## src/rtl/alu_2_pkg.sv

```systemverilog
// alu_2_pkg: shared types and constants for the sequential 8-bit ALU.
//   - state_e   : controller states IDLE .. DONE
//   - opcode_t  : 2-bit opcode with OP_ADD / OP_SUB / OP_MUL / OP_DIV
//   - WIDTH     : operand width, ITER : iterations for mul/div
//   - is_iter_op: true for opcodes handled by the iterative datapath
// Optional feature macro used elsewhere in this slice: ALU2_SAT_EN.
package alu_2_pkg;

  localparam int WIDTH = 8;
  localparam int ITER  = 8;
  localparam int CNT_W = 4;

  typedef enum logic [2:0] {
    IDLE   = 3'd0,
    LOAD_A = 3'd1,
    LOAD_B = 3'd2,
    EXEC   = 3'd3,
    OUT_LO = 3'd4,
    OUT_HI = 3'd5,
    DONE   = 3'd6
  } state_e;

  typedef logic [1:0] opcode_t;

  localparam opcode_t OP_ADD = 2'd0;
  localparam opcode_t OP_SUB = 2'd1;
  localparam opcode_t OP_MUL = 2'd2;
  localparam opcode_t OP_DIV = 2'd3;

  // mul and div share the upper opcode bit
  function automatic logic is_iter_op(opcode_t op);
    return op[1];
  endfunction

endpackage

```

## src/rtl/alu_2_if.sv

```systemverilog
// alu_2_if: operand/result bus between a controller and the ALU.
//   inbus  : operand byte (A, then B on the next cycle)
//   op     : opcode, taken by the ALU while loading B
//   Begin  : start request (level)
//   outbus : registered result byte from the ALU
// Modports: master = controller side, slave = ALU side.
interface alu_2_if;
  import alu_2_pkg::*;

  logic [WIDTH-1:0] inbus;
  opcode_t          op;
  logic             Begin;
  logic [WIDTH-1:0] outbus;

  modport master (output inbus, output op, output Begin, input outbus);
  modport slave  (input inbus, input op, input Begin, output outbus);

endinterface

```

## src/rtl/alu_2_iter_unit.sv

```systemverilog
// alu_2_iter_unit: shared iterative datapath for multiply (shift-add,
// multiplier LSB first) and divide (restoring).
//   CLk    : rising-edge clock
//   RST    : synchronous active-low reset
//   run    : high for exactly ITER consecutive cycles per operation
//   opcode : OP_MUL or OP_DIV (bit 1 set)
//   a, b   : operands, stable while run is high
//   done   : high during the last iteration cycle
//   result : {hi, lo}; mul -> product, div -> {remainder, quotient}
// The first run cycle seeds the working registers from a/b directly, so
// all ITER iterations fit inside the ITER run cycles.
module alu_2_iter_unit
  import alu_2_pkg::*;
(
  input  logic               CLk,
  input  logic               RST,
  input  logic               run,
  input  opcode_t            opcode,
  input  logic [WIDTH-1:0]   a,
  input  logic [WIDTH-1:0]   b,
  output logic               done,
  output logic [2*WIDTH-1:0] result
);

  logic [CNT_W-1:0] cnt_q, cnt_d;
  logic [WIDTH-1:0] hi_q, hi_d;
  logic [WIDTH-1:0] lo_q, lo_d;

  logic [WIDTH-1:0] cur_hi;
  logic [WIDTH-1:0] cur_lo;
  logic [WIDTH:0]   sum;
  logic [WIDTH:0]   shifted;
  logic [WIDTH-1:0] diff;

  always_comb begin
    // iteration 0 starts from hi=0 and lo=multiplier (mul) or dividend (div)
    cur_hi  = (cnt_q == '0) ? '0 : hi_q;
    cur_lo  = (cnt_q == '0) ? ((opcode == OP_MUL) ? b : a) : lo_q;
    sum     = {1'b0, cur_hi} + {1'b0, a};
    shifted = {cur_hi, cur_lo[WIDTH-1]};
    // only used when shifted >= b, where the true difference fits in WIDTH bits
    diff    = shifted[WIDTH-1:0] - b;

    hi_d  = hi_q;
    lo_d  = lo_q;
    cnt_d = '0;
    if (run) begin
      cnt_d = cnt_q + CNT_W'(1);
      if (opcode == OP_MUL) begin
        // add multiplicand into the high half when the current bit is set,
        // then shift the whole {carry, hi, lo} right by one
        if (cur_lo[0]) begin
          {hi_d, lo_d} = {sum, cur_lo[WIDTH-1:1]};
        end else begin
          {hi_d, lo_d} = {1'b0, cur_hi, cur_lo[WIDTH-1:1]};
        end
      end else begin
        // with b=0 the compare always succeeds: quotient fills with ones and
        // the remainder ends up holding the dividend after WIDTH shifts
        if (shifted >= {1'b0, b}) begin
          hi_d = diff;
          lo_d = {cur_lo[WIDTH-2:0], 1'b1};
        end else begin
          hi_d = shifted[WIDTH-1:0];
          lo_d = {cur_lo[WIDTH-2:0], 1'b0};
        end
      end
    end
  end

  always_ff @(posedge CLk) begin
    if (!RST) begin
      cnt_q <= '0;
      hi_q  <= '0;
      lo_q  <= '0;
    end else begin
      cnt_q <= cnt_d;
      hi_q  <= hi_d;
      lo_q  <= lo_d;
    end
  end

  assign done   = run && (cnt_q == CNT_W'(ITER - 1));
  assign result = {hi_q, lo_q};

endmodule

```

## src/rtl/alu_2.sv

```systemverilog
// alu_2: sequential 8-bit ALU (add, sub, mul, div).
//   CLk  : rising-edge clock
//   RST  : synchronous active-low reset, clears all state
//   bus  : alu_2_if.slave -- inbus/op/Begin in, registered outbus out
// Flow: IDLE -> LOAD_A -> LOAD_B -> EXEC -> OUT_LO -> OUT_HI -> DONE.
// add/sub spend one cycle in EXEC; mul/div spend ITER cycles in the
// alu_2_iter_unit. outbus shows the low byte, then the high byte, and holds
// the high byte in DONE until Begin drops.
// Optional macro ALU2_SAT_EN: saturating add/sub low byte.
module alu_2
  import alu_2_pkg::*;
(
  input  logic CLk,
  input  logic RST,
  alu_2_if.slave bus
);

  state_e state_q, state_d;

  logic [WIDTH-1:0]   a_q, a_d;
  logic [WIDTH-1:0]   b_q, b_d;
  opcode_t            opcode_q, opcode_d;
  logic [2*WIDTH-1:0] addsub_q, addsub_d;
  logic [WIDTH-1:0]   outbus_q, outbus_d;

  logic               iter_run;
  logic               iter_done;
  logic [2*WIDTH-1:0] iter_result;

  logic [WIDTH:0]     add_sum;
  logic [WIDTH:0]     sub_diff;
  logic [WIDTH-1:0]   addsub_lo;
  logic               addsub_flag;
  logic [2*WIDTH-1:0] result_sel;

  alu_2_iter_unit u_iter (
    .CLk    (CLk),
    .RST    (RST),
    .run    (iter_run),
    .opcode (opcode_q),
    .a      (a_q),
    .b      (b_q),
    .done   (iter_done),
    .result (iter_result)
  );

  // add/sub: the 9th bit is carry for add and borrow (a<b) for sub
  always_comb begin
    add_sum  = {1'b0, a_q} + {1'b0, b_q};
    sub_diff = {1'b0, a_q} - {1'b0, b_q};
    if (opcode_q == OP_ADD) begin
      addsub_flag = add_sum[WIDTH];
      addsub_lo   = add_sum[WIDTH-1:0];
`ifdef ALU2_SAT_EN
      if (addsub_flag) begin
        addsub_lo = '1;
      end
`endif
    end else begin
      addsub_flag = sub_diff[WIDTH];
      addsub_lo   = sub_diff[WIDTH-1:0];
`ifdef ALU2_SAT_EN
      if (addsub_flag) begin
        addsub_lo = '0;
      end
`endif
    end
  end

  assign result_sel = is_iter_op(opcode_q) ? iter_result : addsub_q;

  // state register
  always_ff @(posedge CLk) begin
    if (!RST) begin
      state_q <= IDLE;
    end else begin
      state_q <= state_d;
    end
  end

  // next-state logic; Begin is only looked at in IDLE and DONE
  always_comb begin
    state_d = state_q;
    unique case (state_q)
      IDLE:    if (bus.Begin) state_d = LOAD_A;
      LOAD_A:  state_d = LOAD_B;
      LOAD_B:  state_d = EXEC;
      EXEC:    if (!is_iter_op(opcode_q) || iter_done) state_d = OUT_LO;
      OUT_LO:  state_d = OUT_HI;
      OUT_HI:  state_d = DONE;
      DONE:    if (!bus.Begin) state_d = IDLE;
      default: state_d = IDLE;
    endcase
  end

  // output / datapath-control logic
  always_comb begin
    a_d      = a_q;
    b_d      = b_q;
    opcode_d = opcode_q;
    addsub_d = addsub_q;
    outbus_d = '0;
    iter_run = 1'b0;
    unique case (state_q)
      LOAD_A: a_d = bus.inbus;
      LOAD_B: begin
        b_d      = bus.inbus;
        opcode_d = bus.op;
      end
      EXEC: begin
        iter_run = is_iter_op(opcode_q);
        addsub_d = {{(WIDTH-1){1'b0}}, addsub_flag, addsub_lo};
      end
      OUT_LO:  outbus_d = result_sel[WIDTH-1:0];
      OUT_HI:  outbus_d = result_sel[2*WIDTH-1:WIDTH];
      DONE:    outbus_d = outbus_q;
      default: outbus_d = '0;
    endcase
  end

  always_ff @(posedge CLk) begin
    if (!RST) begin
      a_q      <= '0;
      b_q      <= '0;
      opcode_q <= OP_ADD;
      addsub_q <= '0;
      outbus_q <= '0;
    end else begin
      a_q      <= a_d;
      b_q      <= b_d;
      opcode_q <= opcode_d;
      addsub_q <= addsub_d;
      outbus_q <= outbus_d;
    end
  end

  assign bus.outbus = outbus_q;

endmodule

```

## src/flat_wrapper.sv

```systemverilog
// flat-port wrapper written by rule: the top's interface ports become plain ports
module alu_2_flat import alu_2_pkg::*;
  (CLk, RST, bus_inbus, bus_op, bus_Begin, bus_outbus);
  alu_2_if bus_i ();
  input  logic CLk;
  input  logic RST;
  input wire logic [$bits(bus_i.inbus)-1:0] bus_inbus;
  input wire logic [$bits(bus_i.op)-1:0] bus_op;
  input wire logic [$bits(bus_i.Begin)-1:0] bus_Begin;
  output wire logic [$bits(bus_i.outbus)-1:0] bus_outbus;
  assign bus_i.inbus = bus_inbus;
  assign bus_i.op = bus_op;
  assign bus_i.Begin = bus_Begin;
  assign bus_outbus = bus_i.outbus;
  alu_2 u_core (.CLk(CLk), .RST(RST), .bus(bus_i));
endmodule
```

## config.mk

```make
export PLATFORM = sky130hd
export DESIGN_NAME = alu_2_flat
export DESIGN_NICKNAME = d
export VERILOG_FILES = /design/src/rtl/alu_2_pkg.sv /design/src/rtl/alu_2_if.sv /design/src/rtl/alu_2_iter_unit.sv /design/src/rtl/alu_2.sv /design/src/flat_wrapper.sv
export SDC_FILE = /design/constraint.sdc
export NUM_CORES = 1
export LEC_CHECK = 0
export CELL_PAD_IN_SITES_DETAIL_PLACEMENT = 2
export CELL_PAD_IN_SITES_GLOBAL_PLACEMENT = 2
export CORE_UTILIZATION = 30
export CTS_CLUSTER_DIAMETER = 100
export CTS_CLUSTER_SIZE = 16
export DETAILED_ROUTE_END_ITERATION = 16
export PLACE_DENSITY = 0.66
export SYNTH_ARGS = -nofsm -noshare
export SYNTH_HDL_FRONTEND = slang
export SYNTH_SLANG_ARGS = --single-unit
```

## constraint.sdc

```tcl
create_clock -name CLk -period 4.25 [get_ports CLk]
set_clock_uncertainty 0.1 [all_clocks]
set_input_delay 0.6375 -clock CLk [delete_from_list [all_inputs] [get_ports CLk]]
set_output_delay 0.6375 -clock CLk [all_outputs]
set_load 0.02 [all_outputs]
```

==> impl_metrics.env <==
# implementation run metrics
export IMPL_topCellsByArea="dfxtp_1 (26%), ha_1 (8.8%), a21oi_1 (7.3%), nor2_1 (6.5%), nand2_1 (4.3%)"
export IMPL_layout_nets=622
export IMPL_diodes=0
export IMPL_netlist_area_leader_share_pct=26.3
export IMPL_mi_logic_area_um2=2990
export IMPL_track_usage_pct=24.7
export IMPL_cts_buffer_depth=2
export IMPL_simple_gate_share_pct=20.9
export IMPL_crit_family="simple AND/OR/NAND/NOR gates"
export IMPL_postLayoutSetupSlackWorst_ns=0.598
export IMPL_root_buffer="clkbuf_16"
export IMPL_drv_cap=0
export IMPL_syn_inst=569
export IMPL_numSynthFlops=58
export IMPL_post_route_period_util_pct=85.9
export IMPL_fp_nets=616
export IMPL_fmax_mhz=274
export IMPL_crit_required_ns=4.36
export IMPL_switching_power_mw=0.503
export IMPL_status="completed"
export IMPL_finalSetupTns_ns=0
export IMPL_post_cts_buffers=0
export IMPL_yosys_stat_seqShare_pct=26.3
export IMPL_setup_viol=0
export IMPL_critical_path_depth=14
export IMPL_met1_usage_pct=31.3
export IMPL_cts_buffers=9
export IMPL_slew_headroom_pct=26.1
export IMPL_via_per_inst=5.64
export IMPL_fin_crit_ns=3.65
export IMPL_cts_tree="built"
export IMPL_top_cells_by_count="nor2_1 (77), a21oi_1 (64), dfxtp_1 (58)"
export IMPL_first_global_vias=4744
export IMPL_mux_share_pct=5.73
export IMPL_post_dp_hpwl_um=13500
export IMPL_cts_num_sinks=58
export IMPL_die_y_um=123
-- worst paths after layout --
check | start | to | slack, ns
hold reg to reg | u_core.addsub_q[8] | u_core.addsub_q[8] | 0.37
hold / removal | u_core.addsub_q[8] | u_core.addsub_q[8] | 0.37
setup / recovery | u_core.u_iter.cnt_q[0] | u_core.u_iter.hi_q[5] | 0.60
setup reg to reg | u_core.u_iter.cnt_q[0] | u_core.u_iter.hi_q[5] | 0.60
-- flip-flops by register name (all words and copies together) (netlist names) --
signal               count
u_core.a_q               8
u_core.addsub_q          9
u_core.b_q               8
u_core.bus.outbus        8
u_core.opcode_q          2
u_core.state_q           3
u_core.u_iter.cnt_q      4
u_core.u_iter.hi_q       8
u_core.u_iter.lo_q       8
-- per-layer routing --
metal / up-vias / share of wire, %
met2: 51 / 48
met5: - / 0
met3: 26 / 2.2
li1: 2059 / -
met1: 2151 / 47
met4: 0 / 2.5
-- power by group through the flow --
stage | Sequential (mW) | Clock, mW | Combinational [mW]
after floorplan | 0.582 | 0 | 0.228
after global placement | 0.603 | 0 | 0.295
after detailed placement | 0.604 | 0 | 0.307
after CTS | 0.592 | 0.757 | 0.309
after global routing | 0.595 | 0.780 | 0.336
final | 0.592 | 0.739 | 0.306
-- stage by stage --
stage	util [%]	power, mW	hold WS (ns)	area [µm²]	cells
detailed placement	33.8	0.910	0.365	4770	744
CTS	35.9	1.66	0.377	5060	760
global placement	33.8	0.899	0.341	4770	744
finish	35.9	1.64	0.370	5060	760
global route	35.9	1.71	0.403	5060	760
floorplan	-	0.810	0.329	4410	569
-- area by class of cell --
class / instances / area share (%)
Clock buffer: 10 / 4.52
Timing Repair Buffer: 32 / 5.73
Tap cell: 180 / 4.45
Sequential cell: 58 / 22.9
Multi-Input combinational cell: 446 / 59.0
Inverter: 28 / 2.08
Clock inverter: 6 / 1.31
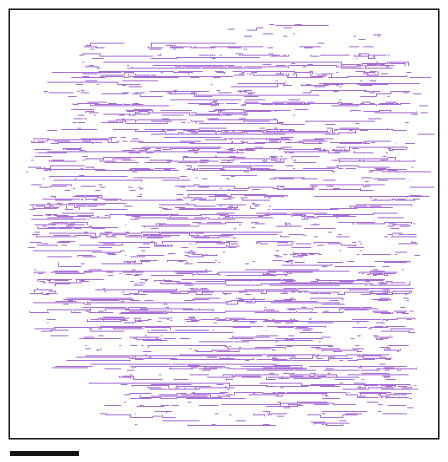
Fig. 1. The metal 1 layer.
The bar under the picture is 20 µm long.
main direction: horizontal
nets with wire on the layer: 585
wire length on this layer: 8200 µm

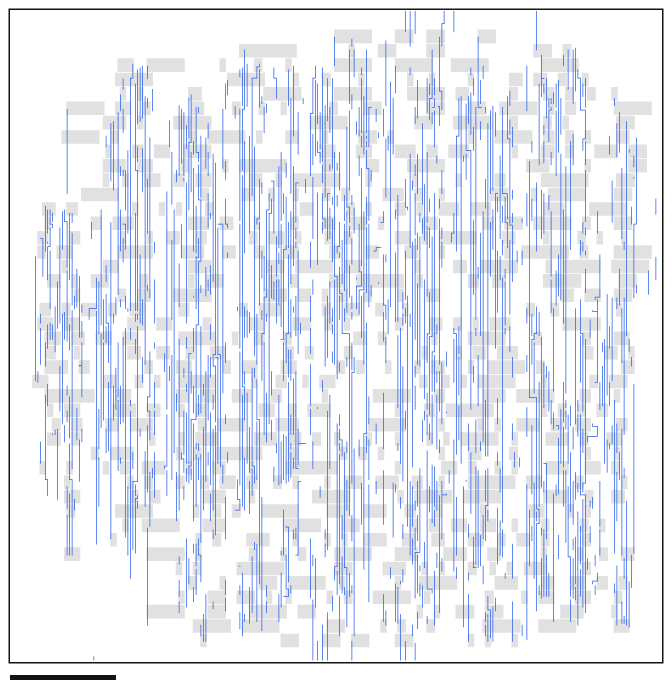
Fig. 2. Metal 2.
The bar under the picture is 20 µm long. Cells faint in the background.
nets with wire on the layer: 565
main direction: vertical

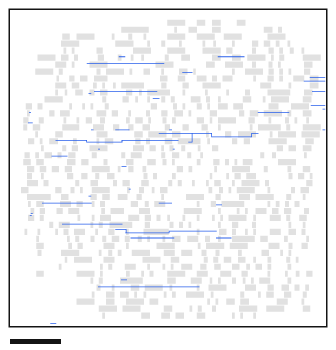
Fig. 3. Metal 3.
The bar under the picture is 20 µm long. Cells faint in the background.
nets with wire on the layer: 23
longest straight run: 39.3 µm
wire length on this layer: 380 µm

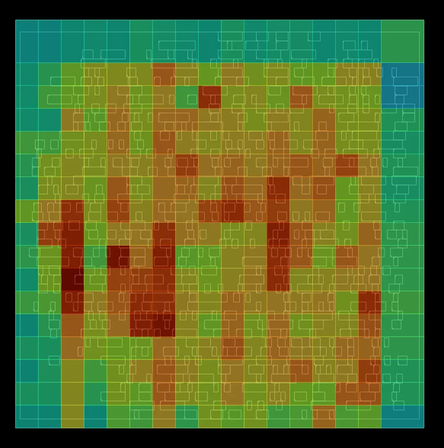
Fig. 4. Congestion heat map.
most crowded layer after global routing: met2
wire per inst: 23.0 µm

Power and IR drop assume default switching activity.
